### config.mk
export PLATFORM = sky130hd
export DESIGN_NAME = seq_multiplier_flat
export DESIGN_NICKNAME = d
export VERILOG_FILES = /design/src/rtl/seq_multiplier_pkg.sv /design/src/rtl/seq_multiplier_if.sv /design/src/rtl/seq_multiplier_mul_step.sv /design/src/rtl/seq_multiplier.sv /design/src/flat_wrapper.sv
export SDC_FILE = /design/constraint.sdc
export NUM_CORES = 1
export LEC_CHECK = 0
export CELL_PAD_IN_SITES_DETAIL_PLACEMENT = 0
export CELL_PAD_IN_SITES_GLOBAL_PLACEMENT = 1
export CORE_UTILIZATION = 30
export DETAILED_ROUTE_END_ITERATION = 12
export GPL_TIMING_DRIVEN = 0
export HOLD_SLACK_MARGIN = 0.05
export PLACE_DENSITY_LB_ADDON = 0.1
export SYNTH_ARGS = -nofsm -noshare
export SYNTH_HDL_FRONTEND = slang
export SYNTH_SLANG_ARGS = --single-unit
### constraint.sdc
create_clock -name clk -period 3.3 [get_ports clk]
set_input_delay 0.99 -clock clk [delete_from_list [all_inputs] [get_ports clk]]
set_output_delay 0.99 -clock clk [all_outputs]
set_load 0.02 [all_outputs]
### src/rtl/seq_multiplier_pkg.sv
// Shared types and sizing helpers for the sequential shift-add multiplier.
package seq_multiplier_pkg;

  // Controller states: waiting for a request, iterating, presenting the result.
  typedef enum logic [1:0] {
    IDLE = 2'd0,
    WORK = 2'd1,
    DONE = 2'd2
  } state_t;

  // Width of the step counter; it must be able to hold the value len.
  function automatic int cnt_width(input int len);
    return $clog2(len + 1);
  endfunction

endpackage

### src/rtl/seq_multiplier_if.sv
// Start/finish handshake and operand/result bus of the multiplier.
interface seq_multiplier_if #(
  parameter int LEN = 32
);

  logic               start;
  logic [LEN-1:0]     multiplicand;
  logic [LEN-1:0]     multiplier;
  logic [2*LEN-1:0]   product;
  logic               finish;

  // Controller side: issues requests and observes results.
  modport master (
    output start,
    output multiplicand,
    output multiplier,
    input  product,
    input  finish
  );

  // Multiplier side: accepts requests and returns results.
  modport slave (
    input  start,
    input  multiplicand,
    input  multiplier,
    output product,
    output finish
  );

endinterface

### src/rtl/seq_multiplier_mul_step.sv
// One add-shift iteration of the multiplier. The working word is laid out as
// {carry, upper, lower}; lower still holds the unconsumed multiplier bits and
// its LSB decides whether the multiplicand is added into the upper half.
module seq_multiplier_mul_step #(
  parameter int LEN = 32
) (
  input  logic [2*LEN:0]   w_cur,
  input  logic [LEN-1:0]   a_reg,
  output logic [2*LEN:0]   w_next
);

  logic [LEN:0] acc;
  logic [LEN:0] sum;

  // The carry bit is always zero on entry because the previous shift cleared
  // it, so {carry, upper} is simply upper widened to LEN+1 bits.
  assign acc = w_cur[2*LEN:LEN];

  // Conditional add of the multiplicand, keeping the carry out.
  // NOTE: every signal driven in an always_comb gets a default first, so no
  // path can leave it unassigned and infer a latch.
  always_comb begin
    sum = acc;
    if (w_cur[0]) begin
      sum = acc + {1'b0, a_reg};
    end
  end

  // Right shift of {sum, lower}; the consumed multiplier bit drops out.
  assign w_next = {1'b0, sum, w_cur[LEN-1:1]};

endmodule

### src/rtl/seq_multiplier.sv
// Sequential unsigned shift-add multiplier. A start in IDLE captures the
// operands, LEN add-shift steps follow, and finish pulses for one cycle in
// DONE while product holds the new result until the next completion.
module seq_multiplier
  import seq_multiplier_pkg::*;
#(
  parameter int LEN = 32
) (
  input  logic                 clk,
  input  logic                 rstn,
  seq_multiplier_if.slave      bus
);

  localparam int WW = 2 * LEN + 1;
  localparam int CW = cnt_width(LEN);
  localparam logic [CW-1:0] LAST_STEP = CW'(LEN - 1);

  state_t            state;
  state_t            state_next;

  logic [WW-1:0]     w;
  logic [WW-1:0]     w_next;
  logic [LEN-1:0]    a_reg;
  logic [CW-1:0]     count;
  logic [2*LEN-1:0]  product_q;

  logic              load;
  logic              step;
  logic              last_step;

  assign last_step = (count == LAST_STEP);

  // Combinational datapath for one iteration.
  seq_multiplier_mul_step #(
    .LEN (LEN)
  ) u_mul_step (
    .w_cur  (w),
    .a_reg  (a_reg),
    .w_next (w_next)
  );

  // State register; reset discards any operation in flight.
  // NOTE: sequential state uses non-blocking assignments so every register
  // samples pre-edge values regardless of statement order.
  always_ff @(posedge clk or negedge rstn) begin
    if (!rstn) begin
      state <= IDLE;
    end else begin
      state <= state_next;
    end
  end

  // Next-state decode and datapath controls; start is only honoured in IDLE.
  always_comb begin
    state_next = state;
    load       = 1'b0;
    step       = 1'b0;
    unique case (state)
      IDLE: begin
        if (bus.start) begin
          load       = 1'b1;
          state_next = WORK;
        end
      end
      WORK: begin
        step = 1'b1;
        if (last_step) begin
          state_next = DONE;
        end
      end
      DONE: begin
        state_next = IDLE;
      end
      default: begin
        state_next = IDLE;
      end
    endcase
  end

  // Operand capture, iteration and step counting.
  // NOTE: these are plain registers rather than a memory, so they all take an
  // explicit reset value and leave no X into the datapath after reset.
  always_ff @(posedge clk or negedge rstn) begin
    if (!rstn) begin
      a_reg <= '0;
      w     <= '0;
      count <= '0;
    end else if (load) begin
      a_reg <= bus.multiplicand;
      w     <= {{(LEN + 1){1'b0}}, bus.multiplier};
      count <= '0;
    end else if (step) begin
      w     <= w_next;
      count <= count + CW'(1);
    end
  end

  // Result register: updated only by the final step, so partial sums never
  // become visible on product.
  always_ff @(posedge clk or negedge rstn) begin
    if (!rstn) begin
      product_q <= '0;
    end else if (step && last_step) begin
      product_q <= w_next[2*LEN-1:0];
    end
  end

  assign bus.product = product_q;
  assign bus.finish  = (state == DONE);

endmodule

### src/flat_wrapper.sv
// flat-port wrapper written by rule: the top's interface ports become plain ports
module seq_multiplier_flat import seq_multiplier_pkg::*;
#(
  parameter int LEN = 32
)
  (clk, rstn, bus_start, bus_multiplicand, bus_multiplier, bus_product, bus_finish);
  seq_multiplier_if #(.LEN(LEN)) bus_i ();
  input  logic clk;
  input  logic rstn;
  input wire logic [$bits(bus_i.start)-1:0] bus_start;
  input wire logic [$bits(bus_i.multiplicand)-1:0] bus_multiplicand;
  input wire logic [$bits(bus_i.multiplier)-1:0] bus_multiplier;
  output wire logic [$bits(bus_i.product)-1:0] bus_product;
  output wire logic [$bits(bus_i.finish)-1:0] bus_finish;
  assign bus_i.start = bus_start;
  assign bus_i.multiplicand = bus_multiplicand;
  assign bus_i.multiplier = bus_multiplier;
  assign bus_product = bus_i.product;
  assign bus_finish = bus_i.finish;
  seq_multiplier #(.LEN(LEN)) u_core (.clk(clk), .rstn(rstn), .bus(bus_i));
endmodule
**Track usage over the die**

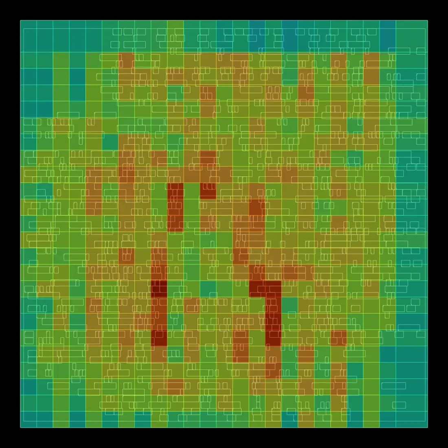
grt peak-use layer: met2
global router's overall resource usage: 18.2%

**The metal 1 layer**

The bar under the picture is 50 um long.
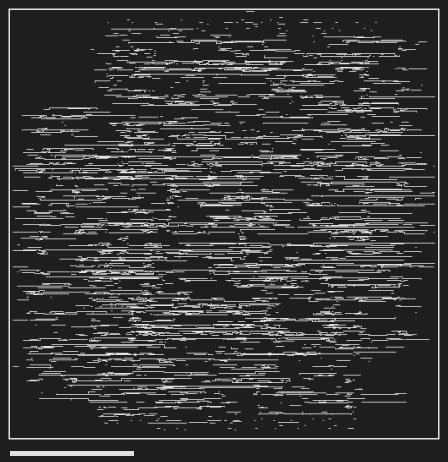
nets with wire on the layer: 1112
main direction: horizontal
WL final: 25600 um
vias: 7380
met1 Track Usage GR: 26.4%

**Metal 2**

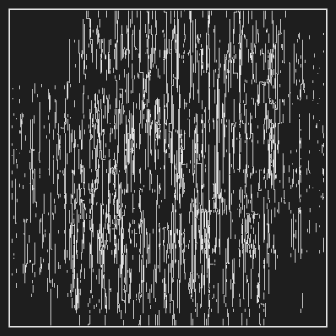
wire length on this layer: 11500 um
nets with wire on the layer: 966
longest straight run: 70.7 um
main direction: vertical
routing usage on met2: 28.3%

**Placement density heat map**

The bar under the picture is 50 um long. The die is cut into 17 by 17 equal tiles; black is low, pale yellow is high, 0 to 100% covered.
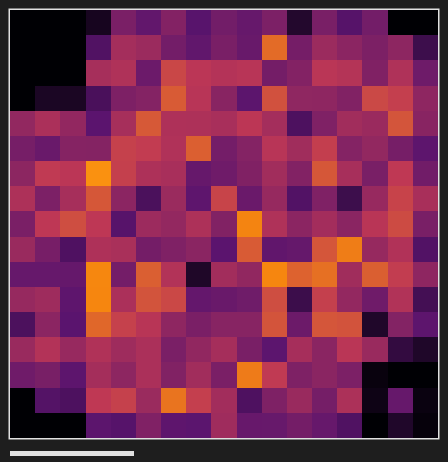
mean over tiles: 36%
fullest tile: 76%
nearly empty tiles: 6.9%
tiles over 75% full: 0.30%
final core occ: 39.6%
Pre-Place Util: 30.8%

routing by layer:
layer / part of all wire [%] / routed length, um
met5: 0 / 0
met4: 1.2 / 307
met3: 3.3 / 834
met2: 45 / 11500
met1: 51 / 13000
area by class of cell:
class / count / share of cell area [%]
repair buffers: 132 / 12.1
well taps: 378 / 4.24
multi-input cells: 744 / 38.2
clock inverters: 15 / 1.65
flip-flops and latches: 168 / 37.7
clock buffers: 17 / 3.82
plain buffers: 57 / 1.97
inverters: 10 / 0.337
cell families (layout without fill, tap and decap cells):
group | count (synthesis) | in the layout | share of synthesized area, %
AND/OR/NAND/NOR | 379 | 379 | 18.6
AND-OR/OR-AND | 277 | 277 | 19.0
flip-flops | 168 | 168 | 48.4
buffers and inverters | 68 | 231 | 2.98
adder cells (fa/ha/maj) | 34 | 34 | 4.99
XOR/XNOR | 27 | 27 | 2.72
multiplexers | 27 | 27 | 3.26
timing repair:
| item | 4_1_cts | 5_1_grt |
|---|---|---|
| endpoints found under the setup margin | 4 | 10 |
| pin swaps | 0 | 2 |
| resized | 3 | 6 |
| cloned | 0 | 0 |
through the flow:
step | setup TNS (ps) | utilization (%) | instance area [um2] | hold slack [ps]
6_report | 0 | 39.6 | 11100 | 460
5_1_grt | 0 | 39.6 | 11100 | 501
4_1_cts | 0 | 39.5 | 11100 | 483
3_5_place_dp | -5330 | 37.3 | 10500 | 464
3_3_place_gp | -1085170 | 37.2 | 10500 | 457
2_1_floorplan | 0 | - | 8680 | 449
power groups by stage:
stage / clock [W] / sequential, W / combinational, W
final: 0.00211 / 0.00367 / 0.00591
after global routing: 0.00225 / 0.00381 / 0.00666
after floorplan: 0 / 0.00387 / 0.00372
after detailed placement: 0 / 0.00371 / 0.00588
after global placement: 0 / 0.00372 / 0.00585
after CTS: 0.00218 / 0.00368 / 0.00593
how the worst max path moves through the flow:
stage                 startpoint                     end  slack, ps
floorplan           u_core.w[32]  u_core.bus.product[59]        350
global placement            rstn        u_core.a_reg[28]      -6440
global route        u_core.w[42]  u_core.bus.product[62]         10
finish              u_core.w[32]  u_core.bus.product[59]        170
detailed placement     bus_start        u_core.a_reg[13]       -210
CTS                 u_core.w[32]  u_core.bus.product[59]         20
placed cells by master, fill, tap and decap left out, drive strengths merged, types with 5 or more instances in the layout:
cell             n
a21o            14
a21oi           76
a22o             5
a22oi           31
and3             6
buf              9
clkbuf          67
clkdlybuf4s50  130
dfrtp          168
ha              33
inv             16
mux2i           23
nand2          272
nand3           15
nand4            7
nor2            23
nor2b           38
o21ai          112
o21bai           8
xnor2           15
xor2            12
==> run_results.csv <==
group,metric,value,unit
status,status,"finished, final reports clean",
synthesis,synth.top_cells.by_count,"272 x nand2_1, 168 x dfrtp_1, 93 x o21ai_0, 76 x a21oi_1, 50 x clkbuf_1",
synthesis,area_leaders,"dfrtp_1 48%, nand2_1 12%, o21ai_0 5.4%",
floorplanning,core,28200,um2
setup_path,cp_max_fo,4,
sta,setup_ws,166,ps
run,max-cap-violations,0,
layout,seq_area,4200,um2
cts,clk_path_buf_depth,2,
pwr,p_switching,0.00504,W
place,post-place-ws,-215,ps
synthesis,ys_ff,168,
synthesis,ys_area,8680,um2
layout,fillers,2902,
layout,drive_gt1_share,4.55,%
setup_path,reg2reg_to,"u_core.bus.product[59]",
synthesis,synth_top_cell_by_area,"dfrtp_1",
sta,slew-limit-headroom,40.9,%
layout,logic_area,4260,um2
synthesis,syn_inst,980,
pwr,finalPower,0.0117,W
cts,root_buffer,"clkbuf_16",
grt,grt_pass1_vias,7420,
synthesis,ys_seq_share,48.4,%
sta,setup_violations,0,
pwr,p_leak,5.00,nW
sta,timing.fmax,0.319,GHz
cts,htreeDepth,4,
synthesis,syn_avg_cell_area,8.86,um2
layout,nets,1231,
setup_path,crit_slowest_cell,"a2111o_1",
setup_path,path_cells,"ha_1 > fa_2 > a211oi_2 > o21ai_2 > a2111o_1 > a31oi_2 > o31ai_2 > a41oi_2 > xnor2_1 > mux2_4 > mux2_4",
cts,clock_sinks,168,
setup_path,crit_cells,11,
sta,rsz0062_at_grt,"no",
drt,wl_per_cell,16.8,um
drt,drtAntennaViolNets,0,
sta,finalHoldViolCount,0,
pwr,switching_share,43.1,%
grt,use_met3,2.66,%
pwr,ir_drop,0.000333,V
synthesis,edf_count,0,
cts,post-cts-setup-buffer-count,0,
place,dpl.hpwl,18400,um
setup_path,worstPathArrival,3460,ps
pwr,p_seq_share,31.4,%
drt,drcViolationCount,0,
setup_path,timing.rr.start,"u_core.w[32]",
pwr,pwr-share-comb,50.6,%
grt,grt_overflow,0,
synthesis,async_flop_share,100,%
synthesis,syn_area,8680,um2
setup_path,end_kind,"flip-flop",
grt,grt_max_degree,110,
setup_path,critPathLaunchType,"flip-flop",
run,warnings,28,
floorplanning,die_w,172,um
layout,fin_cells,1521,
setup_path,cp.required,3620,ps
floorplanning,rows,61,
hold_path,hold_class,"primary input to asynchronous set/reset pin",
pwr,p_per_area,1050,nW/um2
pwr,internal_power,0.00665,W
place,gp_congestion,0.815,
sta,layout_min_cycle_time,3130,ps
setup_path,cp_top_family,"AND-OR/OR-AND gates",
cts,ctsHoldBuffers,0,
synthesis,yosys.cell_types.count,56,
drt,drtPass1Iterations,5,
sta,slew_viol_final,0,
setup_path,path_common_cell,"mux2_4",
drt,drt_iter0_markers,434,
setup_path,critPathBufInv,0,
sta,clock_skew,12.5,ps
setup_path,rr_worst_depth,11,
cts,cts_buffers,17,
setup_path,critical_path_class,"flip-flop to flip-flop",
grt,grt_pass1_wl,41400,um
layout,syn_to_final_growth,28.3,%
pwr,p_clk_share,18.1,%
cts,clock.latency.late_pin,440,ps
synthesis,fp_nets,1081,
synthesis,yosys_cells,980,
grt,antenna_found_initial,0,
synthesis,synth_warnings,0,
floorplanning,num_io_pins,132,
setup_path,crit_path_max_incr_delay,440,ps
place,portBuffers,131,
floorplanning,die_y,172,um
synthesis,top_area_share,48.4,%
sta,fin_crit_sh,95.0,%
layout,n_antenna_cell,0,
drt,avgViaCountPerCell,4.85,
floorplanning,chipArea,29600,um2
setup_path,rrSetupSlack,170,ps
sta,tightest_slew,886,ps
cts,cts_tree,"yes",
place,dp.cells,1490,
cts,cts.clk_slew.worst_paths,80,ps
synthesis,ff_type,"dfrtp_1",
synthesis,most_common_cell,"nand2_1",
No activity file was given, so power comes from the tool's default toggle rates.
